**config.mk**
```make
export PLATFORM = sky130hd
export DESIGN_NAME = conv_encoder
export DESIGN_NICKNAME = d
export VERILOG_FILES = /design/src/rtl/conv_encoder.sv
export SDC_FILE = /design/constraint.sdc
export NUM_CORES = 1
export LEC_CHECK = 0
export CORE_MARGIN = 5
export CORE_UTILIZATION = 30
export DETAILED_ROUTE_END_ITERATION = 8
export GPL_TIMING_DRIVEN = 0
export HOLD_SLACK_MARGIN = 0.08
export PLACE_DENSITY = 0.63
export SLEW_MARGIN = 10
export SYNTH_ARGS = -nofsm -noshare
export SYNTH_HDL_FRONTEND = slang
export SYNTH_SLANG_ARGS = --single-unit
```
**constraint.sdc**
```tcl
create_clock -name clk -period 1.5 [get_ports clk]
set_input_delay 0.3 -clock clk [delete_from_list [all_inputs] [get_ports clk]]
set_output_delay 0.3 -clock clk [all_outputs]
set_load 0.1 [all_outputs]
```
**src/rtl/conv_encoder.sv**
```systemverilog
// ----------------------------------------------------------------------------
// conv_encoder
//   Rate 1/2, constraint length 3 convolutional encoder with generator
//   polynomials g0 = 111 and g1 = 101. One information bit in, one coded
//   two-bit symbol out, with valid/ready handshakes on both sides and a
//   single registered output stage (one cycle latency, full throughput).
//
//   Build option:
//     CONV_ENCODER_TAIL_FLUSH_EN  defined   -> each frame is terminated with
//                                              two zero tail bits, so the
//                                              trellis ends in state 00 and
//                                              out_last marks the 2nd tail.
//                                 undefined -> no tail; out_last marks the
//                                              symbol of the in_last bit and
//                                              the shift register is cleared.
//
//   Ports:
//     clk        in   rising-edge clock
//     rst_n      in   asynchronous active-low reset
//     in_bit     in   information bit
//     in_valid   in   in_bit/in_last valid
//     in_last    in   in_bit is the final data bit of the frame
//     in_ready   out  encoder accepts input this cycle
//     tx_pair    out  coded symbol, [1] = g0 bit, [0] = g1 bit
//     out_valid  out  tx_pair/out_last valid
//     out_last   out  final symbol of the frame
//     out_ready  in   downstream accepts the symbol
//     busy       out  frame in progress or symbol pending
// ----------------------------------------------------------------------------
module conv_encoder (
  input  logic       clk,
  input  logic       rst_n,
  input  logic       in_bit,
  input  logic       in_valid,
  input  logic       in_last,
  output logic       in_ready,
  output logic [1:0] tx_pair,
  output logic       out_valid,
  output logic       out_last,
  input  logic       out_ready,
  output logic       busy
);

  typedef enum logic [1:0] {
    ST_IDLE  = 2'b00,
    ST_DATA  = 2'b01,
    ST_TAIL0 = 2'b10,
    ST_TAIL1 = 2'b11
  } state_e;

  state_e     state_q, state_d;
  logic       s1_q, s1_d;
  logic       s0_q, s0_d;
  logic [1:0] tx_pair_q, tx_pair_d;
  logic       out_valid_q, out_valid_d;
  logic       out_last_q, out_last_d;
  logic       busy_q, busy_d;

  logic       out_free;
  logic       in_ready_int;
  logic       accept;

  // Both generator outputs are parities over taps of {u, s1, s0}.
  function automatic logic [1:0] encode(input logic u, input logic s1, input logic s0);
    encode = {u ^ s1 ^ s0, u ^ s0};
  endfunction

  // Handshake qualifiers: the output register can take a new symbol when it
  // is empty or being drained this cycle; input is held off during reset.
  always_comb begin
    out_free     = !out_valid_q || out_ready;
    in_ready_int = rst_n && ((state_q == ST_IDLE) || (state_q == ST_DATA)) && out_free;
    accept       = in_valid && in_ready_int;
  end

  // Next-state logic for the FSM, shift register and output register.
  always_comb begin
    state_d   = state_q;
    s1_d      = s1_q;
    s0_d      = s0_q;
    tx_pair_d = tx_pair_q;
    if (out_valid_q && out_ready) begin
      out_valid_d = 1'b0;
      out_last_d  = 1'b0;
    end else begin
      out_valid_d = out_valid_q;
      out_last_d  = out_last_q;
    end

    case (state_q)
      ST_IDLE, ST_DATA: begin
        if (accept) begin
          tx_pair_d   = encode(in_bit, s1_q, s0_q);
          out_valid_d = 1'b1;
          if (in_last) begin
`ifdef CONV_ENCODER_TAIL_FLUSH_EN
            state_d    = ST_TAIL0;
            s1_d       = in_bit;
            s0_d       = s1_q;
            out_last_d = 1'b0;
`else
            // No tail: clear the register so the next frame starts at 00.
            state_d    = ST_IDLE;
            s1_d       = 1'b0;
            s0_d       = 1'b0;
            out_last_d = 1'b1;
`endif
          end else begin
            state_d    = ST_DATA;
            s1_d       = in_bit;
            s0_d       = s1_q;
            out_last_d = 1'b0;
          end
        end else begin
          state_d = state_q;
        end
      end
      ST_TAIL0: begin
`ifdef CONV_ENCODER_TAIL_FLUSH_EN
        if (out_free) begin
          tx_pair_d   = encode(1'b0, s1_q, s0_q);
          out_valid_d = 1'b1;
          out_last_d  = 1'b0;
          s1_d        = 1'b0;
          s0_d        = s1_q;
          state_d     = ST_TAIL1;
        end else begin
          state_d = ST_TAIL0;
        end
`else
        state_d = ST_IDLE;
        s1_d    = 1'b0;
        s0_d    = 1'b0;
`endif
      end
      ST_TAIL1: begin
`ifdef CONV_ENCODER_TAIL_FLUSH_EN
        if (out_free) begin
          // s1 is already 0 here, so both taps end at 0 after this encode.
          tx_pair_d   = encode(1'b0, s1_q, s0_q);
          out_valid_d = 1'b1;
          out_last_d  = 1'b1;
          s1_d        = 1'b0;
          s0_d        = 1'b0;
          state_d     = ST_IDLE;
        end else begin
          state_d = ST_TAIL1;
        end
`else
        state_d = ST_IDLE;
        s1_d    = 1'b0;
        s0_d    = 1'b0;
`endif
      end
      default: begin
        state_d = ST_IDLE;
        s1_d    = 1'b0;
        s0_d    = 1'b0;
      end
    endcase

    busy_d = (state_d != ST_IDLE) || out_valid_d;
  end

  // State and output registers with asynchronous reset.
  always_ff @(posedge clk or negedge rst_n) begin
    if (!rst_n) begin
      state_q     <= ST_IDLE;
      s1_q        <= 1'b0;
      s0_q        <= 1'b0;
      tx_pair_q   <= 2'b00;
      out_valid_q <= 1'b0;
      out_last_q  <= 1'b0;
      busy_q      <= 1'b0;
    end else begin
      state_q     <= state_d;
      s1_q        <= s1_d;
      s0_q        <= s0_d;
      tx_pair_q   <= tx_pair_d;
      out_valid_q <= out_valid_d;
      out_last_q  <= out_last_d;
      busy_q      <= busy_d;
    end
  end

  assign in_ready  = in_ready_int;
  assign tx_pair   = tx_pair_q;
  assign out_valid = out_valid_q;
  assign out_last  = out_last_q;
  assign busy      = busy_q;

endmodule

```
==> results.py <==
# Physical implementation metrics
metrics = {
    "outcome": {
        "status": "finished with violations",
        "violations": "negative setup slack",
    },
    "routing": {
        "routedLengthMet1_um": 318,
        "wl_um": 794,
        "drc": 0,
        "first_pass_iters": 3,
        "highest_layer": "met3",
    },
    "worst_hold_path": {
        "hold-path-cell-count": 3,
        "whs_endpoint": "out_valid$_DFF_PN0_",
    },
    "placed_design": {
        "dp.cells": 57,
        "dpl_cell_area_sq_um": 563,
        "io_buffers": 11,
        "dp.final_hpwl_um": 608,
        "pre_cts_slack_ns": -1.36,
    },
    "die": {
        "fp_util": 0.324,
        "chipWidth_um": 47.7,
        "die_y_um": 47.7,
    },
    "grt": {
        "grt_use_met1": 0.103,
        "use_met2": 0.129,
        "grt_max_degree": 10,
        "grtUsageTotal": 0.0903,
        "antenna_found_initial": 0,
    },
    "clock_network": {
        "clk_path_buf_depth": 2,
    },
    "pwr": {
        "p_seq_w": 0.000286,
        "power_leader": "combinational cells",
        "clock_power_w": 0.000179,
        "pwr.group.combinational_w": 0.000310,
        "p_int_w": 0.000459,
    },
    "layout": {
        "final_cell_mix": "dfrtp_1 (8), nand2b_1 (4), clkdlybuf4s15_2 (4)",
        "layout.cells.non_filler": 63,
        "nNetsFinal": 55,
    },
    "sta": {
        "finalSetupViolations": 1,
        "timing.fmax_ghz": 0.655,
        "drv_slew": 0,
        "final_hold_viol_count": 0,
        "setup_slack_ns": -0.0265,
    },
    "synth": {
        "synth.cellmix.adderShare": 0,
        "ys_sh_xor": 0.0587,
        "muxShareOfSynthArea": 0.141,
        "syn_inst": 31,
        "yosys_area_sq_um": 427,
    },
    "setup_path": {
        "startpoint_type": "flip-flop",
        "worst-path-buf-inv": 1,
    },
}
==> through the flow <==
stage | setup TNS [ns] | utilization | hold WS, ns | power (W)
5_1_grt | -0.0800 | 0.467 | 0.525 | 0.000814
3_3_place_gp | -4.21 | 0.427 | 0.496 | 0.000599
3_5_place_dp | -4.75 | 0.427 | 0.516 | 0.000604
2_1_floorplan | 0 | - | 0.00441 | 0.000522
4_1_cts | -0.0457 | 0.462 | 0.503 | 0.000787
6_report | -0.0265 | 0.467 | 0.492 | 0.000776
==> layout make-up <==
cell class	count	area (sq um)
inverter	2	7.51
fill	119	702
sequential	9	229
clock buffer	4	26.3
timing repair buffer	13	136
tap	15	18.8
multi-input combinational	20	198
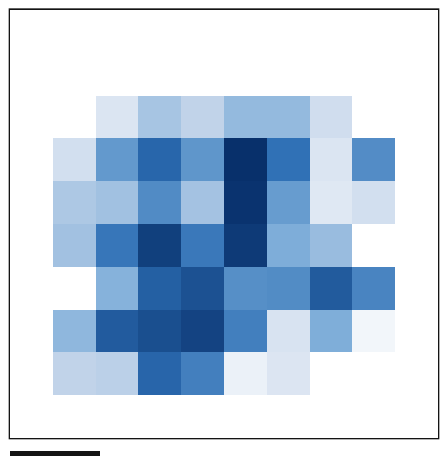
**Above:** local utilization.
The bar under the picture is 10 um long. The die is cut into 10 by 10 equal tiles; white is low, dark blue is high, 0 to 100% covered.
densest ninth of the die = center
nearly empty tiles = 50%
tiles over 75% full = 12%
mean over tiles = 26%
fullest tile = 100%
emptiest ninth of the die = north-west

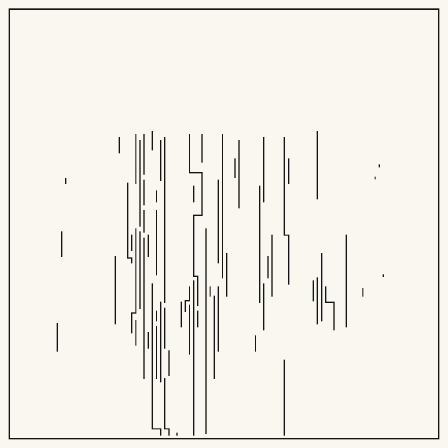
**Above:** met2 routing.
nets with wire on the layer = 49
share of all routed wire = 52%
wire length on this layer = 414 um
main direction = vertical
longest straight run = 22.8 um

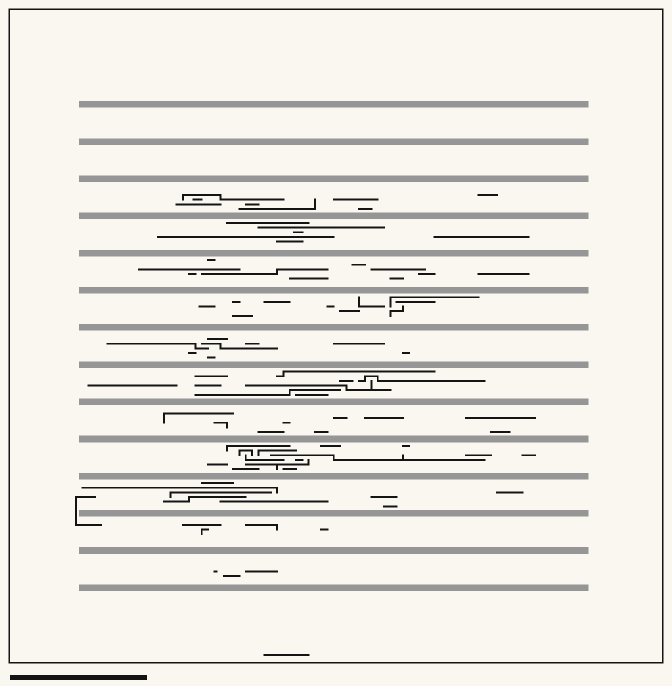
**Above:** M1 wires.
The bar under the picture is 10 um long. Supply wires on this layer in gray.
longest straight run = 14.3 um
share of all routed wire = 40%
nets with wire on the layer = 44
wire length on this layer = 319 um

Power and IR drop assume default switching activity.
